<file path="src/rtl/yarp_branch_predict_unit_if.sv">
// Bundle between execute/fetch logic and the branch predict unit.
// The master drives requests; the slave is the predict unit itself.
interface yarp_branch_predict_unit_if #(
  parameter int unsigned XLEN  = 32,
  parameter int unsigned CNT_W = 16
);
  logic [31:0]      pred_pc_i;
  logic             pred_taken_o;
  logic             res_valid_i;
  logic [31:0]      res_pc_i;
  logic [XLEN-1:0]  opr_a_i;
  logic [XLEN-1:0]  opr_b_i;
  logic             is_b_type_ctl_i;
  logic [2:0]       instr_func3_ctl_i;
  logic             res_pred_taken_i;
  logic             res_valid_o;
  logic             branch_taken_o;
  logic             mispredict_o;
  logic             stat_clr_i;
  logic [CNT_W-1:0] branch_cnt_o;
  logic [CNT_W-1:0] mispredict_cnt_o;

  modport master (
    output pred_pc_i, res_valid_i, res_pc_i, opr_a_i, opr_b_i, is_b_type_ctl_i,
           instr_func3_ctl_i, res_pred_taken_i, stat_clr_i,
    input  pred_taken_o, res_valid_o, branch_taken_o, mispredict_o, branch_cnt_o,
           mispredict_cnt_o
  );

  modport slave (
    input  pred_pc_i, res_valid_i, res_pc_i, opr_a_i, opr_b_i, is_b_type_ctl_i,
           instr_func3_ctl_i, res_pred_taken_i, stat_clr_i,
    output pred_taken_o, res_valid_o, branch_taken_o, mispredict_o, branch_cnt_o,
           mispredict_cnt_o
  );
endinterface

</file>
<file path="src/rtl/yarp_branch_predict_unit.sv">
// Branch resolution with a PC-indexed 2-bit BHT predictor, a registered
// resolve result with mispredict flag, and saturating statistics counters.
module yarp_branch_predict_unit #(
  parameter int unsigned XLEN      = 32,
  parameter int unsigned BHT_DEPTH = 64,
  parameter int unsigned CNT_W     = 16
) (
  input logic                      clk,
  input logic                      reset,
  yarp_branch_predict_unit_if.slave bp
);
  localparam int unsigned IDX_W = $clog2(BHT_DEPTH);

  logic [1:0]       bht_q [BHT_DEPTH];
  logic [IDX_W-1:0] pred_idx;
  logic [IDX_W-1:0] res_idx;
  logic [XLEN:0]    diff;
  logic             eq, lt, ltu;
  logic             legal_f3;
  logic             taken;
  logic             counted;
  logic [1:0]       bht_cur;
  logic [1:0]       bht_nxt;

  logic             res_valid_q, branch_taken_q, mispredict_q;
  logic [CNT_W-1:0] branch_cnt_q, mispredict_cnt_q;

  // Upper PC bits are deliberately ignored; aliasing is allowed.
  logic unused_pc;
  assign unused_pc = ^{bp.pred_pc_i[31:IDX_W+2], bp.pred_pc_i[1:0],
                       bp.res_pc_i[31:IDX_W+2], bp.res_pc_i[1:0]};

  assign pred_idx        = bp.pred_pc_i[IDX_W+1:2];
  assign res_idx         = bp.res_pc_i[IDX_W+1:2];
  assign bp.pred_taken_o = bht_q[pred_idx][1];

  // a - b over XLEN+1 bits; the carry-out is the unsigned not-less-than flag.
  assign diff = {1'b0, bp.opr_a_i} + {1'b0, ~bp.opr_b_i} + {{XLEN{1'b0}}, 1'b1};
  assign eq   = (bp.opr_a_i == bp.opr_b_i);
  assign ltu  = ~diff[XLEN];
  assign lt   = (bp.opr_a_i[XLEN-1] & ~bp.opr_b_i[XLEN-1]) |
                (~(bp.opr_a_i[XLEN-1] ^ bp.opr_b_i[XLEN-1]) & diff[XLEN-1]);

  assign legal_f3 = (bp.instr_func3_ctl_i[2:1] != 2'b01);
  assign counted  = bp.res_valid_i & bp.is_b_type_ctl_i & legal_f3;

  always_comb begin
    taken = 1'b0;
    unique case (bp.instr_func3_ctl_i)
      3'b000:  taken = eq;
      3'b001:  taken = ~eq;
      3'b100:  taken = lt;
      3'b101:  taken = ~lt;
      3'b110:  taken = ltu;
      3'b111:  taken = ~ltu;
      default: taken = 1'b0;
    endcase
  end

  always_comb begin
    bht_cur = bht_q[res_idx];
    bht_nxt = bht_cur;
    if (taken) begin
      if (bht_cur != 2'b11) bht_nxt = bht_cur + 2'd1;
    end else begin
      if (bht_cur != 2'b00) bht_nxt = bht_cur - 2'd1;
    end
  end

  always_ff @(posedge clk or posedge reset) begin
    if (reset) begin
      for (int i = 0; i < BHT_DEPTH; i++) bht_q[i] <= 2'b01;
    end else if (counted) begin
      bht_q[res_idx] <= bht_nxt;
    end
  end

  always_ff @(posedge clk or posedge reset) begin
    if (reset) begin
      res_valid_q    <= 1'b0;
      branch_taken_q <= 1'b0;
      mispredict_q   <= 1'b0;
    end else begin
      res_valid_q    <= bp.res_valid_i;
      branch_taken_q <= counted & taken;
      mispredict_q   <= counted & (taken != bp.res_pred_taken_i);
    end
  end

  // Clear wins over a same-cycle increment; counters stick at all-ones.
  always_ff @(posedge clk or posedge reset) begin
    if (reset) begin
      branch_cnt_q     <= '0;
      mispredict_cnt_q <= '0;
    end else if (bp.stat_clr_i) begin
      branch_cnt_q     <= '0;
      mispredict_cnt_q <= '0;
    end else if (counted) begin
      if (!(&branch_cnt_q)) branch_cnt_q <= branch_cnt_q + 1'b1;
      if ((taken != bp.res_pred_taken_i) && !(&mispredict_cnt_q)) begin
        mispredict_cnt_q <= mispredict_cnt_q + 1'b1;
      end
    end
  end

  assign bp.res_valid_o      = res_valid_q;
  assign bp.branch_taken_o   = branch_taken_q;
  assign bp.mispredict_o     = mispredict_q;
  assign bp.branch_cnt_o     = branch_cnt_q;
  assign bp.mispredict_cnt_o = mispredict_cnt_q;
endmodule

</file>
<file path="src/flat_wrapper.sv">
// flat-port wrapper written by rule: the top's interface ports become plain ports
module yarp_branch_predict_unit_flat 
#(
  parameter int unsigned XLEN      = 32,
  parameter int unsigned BHT_DEPTH = 64,
  parameter int unsigned CNT_W     = 16
)
  (clk, reset, bp_pred_pc_i, bp_res_valid_i, bp_res_pc_i, bp_opr_a_i, bp_opr_b_i, bp_is_b_type_ctl_i, bp_instr_func3_ctl_i, bp_res_pred_taken_i, bp_stat_clr_i, bp_pred_taken_o, bp_res_valid_o, bp_branch_taken_o, bp_mispredict_o, bp_branch_cnt_o, bp_mispredict_cnt_o);
  yarp_branch_predict_unit_if #(.XLEN(XLEN), .CNT_W(CNT_W)) bp_i ();
  input logic clk;
  input logic reset;
  input wire logic [$bits(bp_i.pred_pc_i)-1:0] bp_pred_pc_i;
  input wire logic [$bits(bp_i.res_valid_i)-1:0] bp_res_valid_i;
  input wire logic [$bits(bp_i.res_pc_i)-1:0] bp_res_pc_i;
  input wire logic [$bits(bp_i.opr_a_i)-1:0] bp_opr_a_i;
  input wire logic [$bits(bp_i.opr_b_i)-1:0] bp_opr_b_i;
  input wire logic [$bits(bp_i.is_b_type_ctl_i)-1:0] bp_is_b_type_ctl_i;
  input wire logic [$bits(bp_i.instr_func3_ctl_i)-1:0] bp_instr_func3_ctl_i;
  input wire logic [$bits(bp_i.res_pred_taken_i)-1:0] bp_res_pred_taken_i;
  input wire logic [$bits(bp_i.stat_clr_i)-1:0] bp_stat_clr_i;
  output wire logic [$bits(bp_i.pred_taken_o)-1:0] bp_pred_taken_o;
  output wire logic [$bits(bp_i.res_valid_o)-1:0] bp_res_valid_o;
  output wire logic [$bits(bp_i.branch_taken_o)-1:0] bp_branch_taken_o;
  output wire logic [$bits(bp_i.mispredict_o)-1:0] bp_mispredict_o;
  output wire logic [$bits(bp_i.branch_cnt_o)-1:0] bp_branch_cnt_o;
  output wire logic [$bits(bp_i.mispredict_cnt_o)-1:0] bp_mispredict_cnt_o;
  assign bp_i.pred_pc_i = bp_pred_pc_i;
  assign bp_i.res_valid_i = bp_res_valid_i;
  assign bp_i.res_pc_i = bp_res_pc_i;
  assign bp_i.opr_a_i = bp_opr_a_i;
  assign bp_i.opr_b_i = bp_opr_b_i;
  assign bp_i.is_b_type_ctl_i = bp_is_b_type_ctl_i;
  assign bp_i.instr_func3_ctl_i = bp_instr_func3_ctl_i;
  assign bp_i.res_pred_taken_i = bp_res_pred_taken_i;
  assign bp_i.stat_clr_i = bp_stat_clr_i;
  assign bp_pred_taken_o = bp_i.pred_taken_o;
  assign bp_res_valid_o = bp_i.res_valid_o;
  assign bp_branch_taken_o = bp_i.branch_taken_o;
  assign bp_mispredict_o = bp_i.mispredict_o;
  assign bp_branch_cnt_o = bp_i.branch_cnt_o;
  assign bp_mispredict_cnt_o = bp_i.mispredict_cnt_o;
  yarp_branch_predict_unit #(.XLEN(XLEN), .BHT_DEPTH(BHT_DEPTH), .CNT_W(CNT_W)) u_core (.clk(clk), .reset(reset), .bp(bp_i));
endmodule
</file>
<file path="config.mk">
export PLATFORM = sky130hd
export DESIGN_NAME = yarp_branch_predict_unit_flat
export DESIGN_NICKNAME = d
export VERILOG_FILES = /design/src/rtl/yarp_branch_predict_unit_if.sv /design/src/rtl/yarp_branch_predict_unit.sv /design/src/flat_wrapper.sv
export SDC_FILE = /design/constraint.sdc
export NUM_CORES = 1
export LEC_CHECK = 0
export ABC_AREA = 1
export CELL_PAD_IN_SITES_DETAIL_PLACEMENT = 0
export CELL_PAD_IN_SITES_GLOBAL_PLACEMENT = 1
export CORE_MARGIN = 2
export CORE_UTILIZATION = 35
export DETAILED_ROUTE_END_ITERATION = 8
export PLACE_DENSITY_LB_ADDON = 0.1
export SLEW_MARGIN = 30
export SYNTH_ARGS = -nofsm -noshare
export SYNTH_HDL_FRONTEND = slang
export SYNTH_SLANG_ARGS = --single-unit
export TNS_END_PERCENT = 50
</file>
<file path="constraint.sdc">
create_clock -name clk -period 11.55 [get_ports clk]
set_input_delay 2.31 -clock clk [delete_from_list [all_inputs] [get_ports clk]]
set_output_delay 2.31 -clock clk [all_outputs]
set_load 0.05 [all_outputs]
</file>
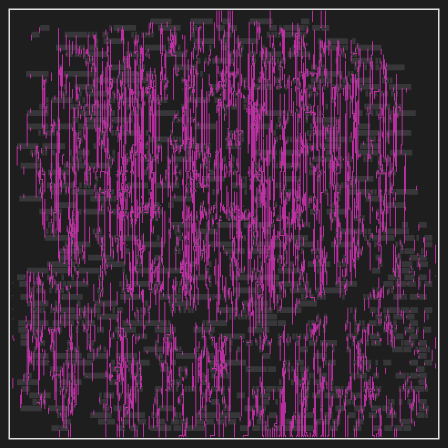
Fig. 1. Signal wires on met2.
The wires run mostly vertical. The longest straight run is 95.2 um.
routed vias: 10377
total wire length: 35800 um
met2 Track Usage GR: 36.6%

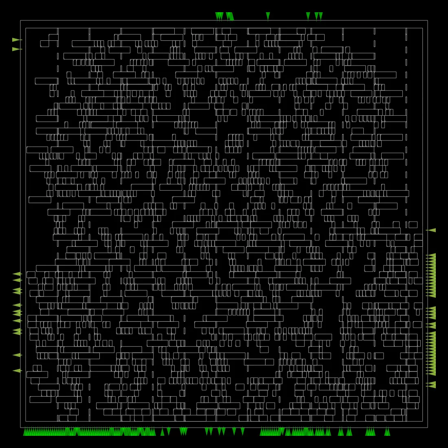
Fig. 2. Placement view.
CORE AREA: 29600 um2
Layout Cells excl Fill: 2071
number of well taps: 390
flop share of the area: 32.7%

==> out/qor.yml <==
status: "finished clean"
hold_viol_final: 0
drive_gt1_share_pct: 7.61
topCombFamilyByArea: "simple AND/OR/NAND/NOR gates"
total_power_w: 0.00145
via_per_inst: 5.01
p_comb_w: 0.000210
hold_buffers: 0
m1WireLength_um: 17000
overflow: 0
max_stage_delay_ps: 1050
routabilityCongestion: 0.866
placed_area_um2: 12100
comb_power_share_pct: 14.4
fp_nets: 1742
pre_cts_ws_ps: 3350
cts_buffer_depth: 2
crit_slowest_cell: "clkdlybuf4s50_1"
critPathLaunch: "bp_pred_pc_i[3]"
syn2layout_area_growth_pct: 20.7
synth_warnings: 0
wl_met2_um: 16000
layout_top_cell: "nand2_1"
tool_warnings: 79
inv_count: 201
p_clk_share_pct: 43.8
hpwl_um: 23100
drt-initial-drc-count: 809
synthCells: 1570
ys_types: 45
swShare_pct: 28.3
nClkBuffers: 20
fin_tns_setup_ps: 0
seqPwrFrac_pct: 41.8
timing.final.crit_share_pct: 71.7
cpMostUsedCell: "clkdlybuf4s50_1"
comb_area_um2: 5370
fin_skew_ps: 10.8
cts_made_buffers: 17
filler_cell_count: 3182
p_leak_nw: 5.91
synth_flops: 163
wl_per_cell_um: 17.3
track_usage_pct: 23.2
ioPinCount: 173
clk-power_w: 0.000636
final_cell_mix: "587 x nand2_1, 188 x inv_1, 142 x nor2_1"
adder_share_pct: 4.23
critPathArrivalTime_ps: 5970
rsz0062_at_grt: "false"
seq_area_frac_synth_pct: 39.5
top_layer: "met4"
largest_area_cell: "dfrtp_1"
ys_cells: 1570
postCtsSetupBuffers: 0
rows: 63
ys.flop_type: "dfrtp_1"
reg2reg_from: "u_core.bht_q[100]$_DFFE_PP1P_"
min_to: "u_core.bht_q[24]$_DFFE_PP1P_"
busiest_layer: "met2"
comb_cells: 1154
dominant-cell-class: "multi-input combinational cells"
fin_nets: 1840
clk_pin_slew_ps: 70
die_y_um: 177
clock_area_share_pct: 5.00
cp_cell_sequence: "clkdlybuf4s50_1 > inv_1 > o21ai_0 > a21oi_1 > o311ai_0 > nand2_1 > o211ai_1 > o31ai_1 > clkdlybuf4s50_1"
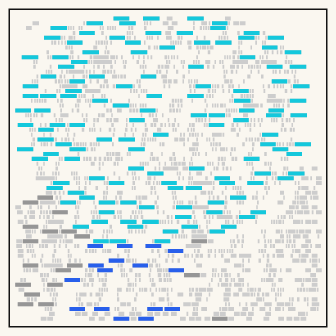
Fig. 3. Sequential cells grouped by signal name.
Other sequential cells in the stronger gray, the rest of the logic in the fainter gray.
`u_core.bp.mispredict_cnt_o`: in blue, placed flops 16. `u_core.bht_q`: in cyan, placed flops 128.
Reg area: 4160 um2
Seq power: 0.000607 W
Final Util: 42.9%

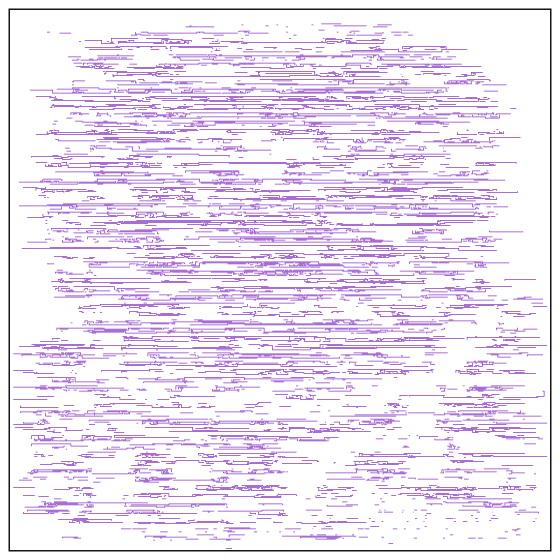
Fig. 4. M1 wires.
1652 nets have wire on it. The longest straight run is 54.5 um.
GR Util met1: 32.7%

No activity file was given, so power comes from the tool's default toggle rates.
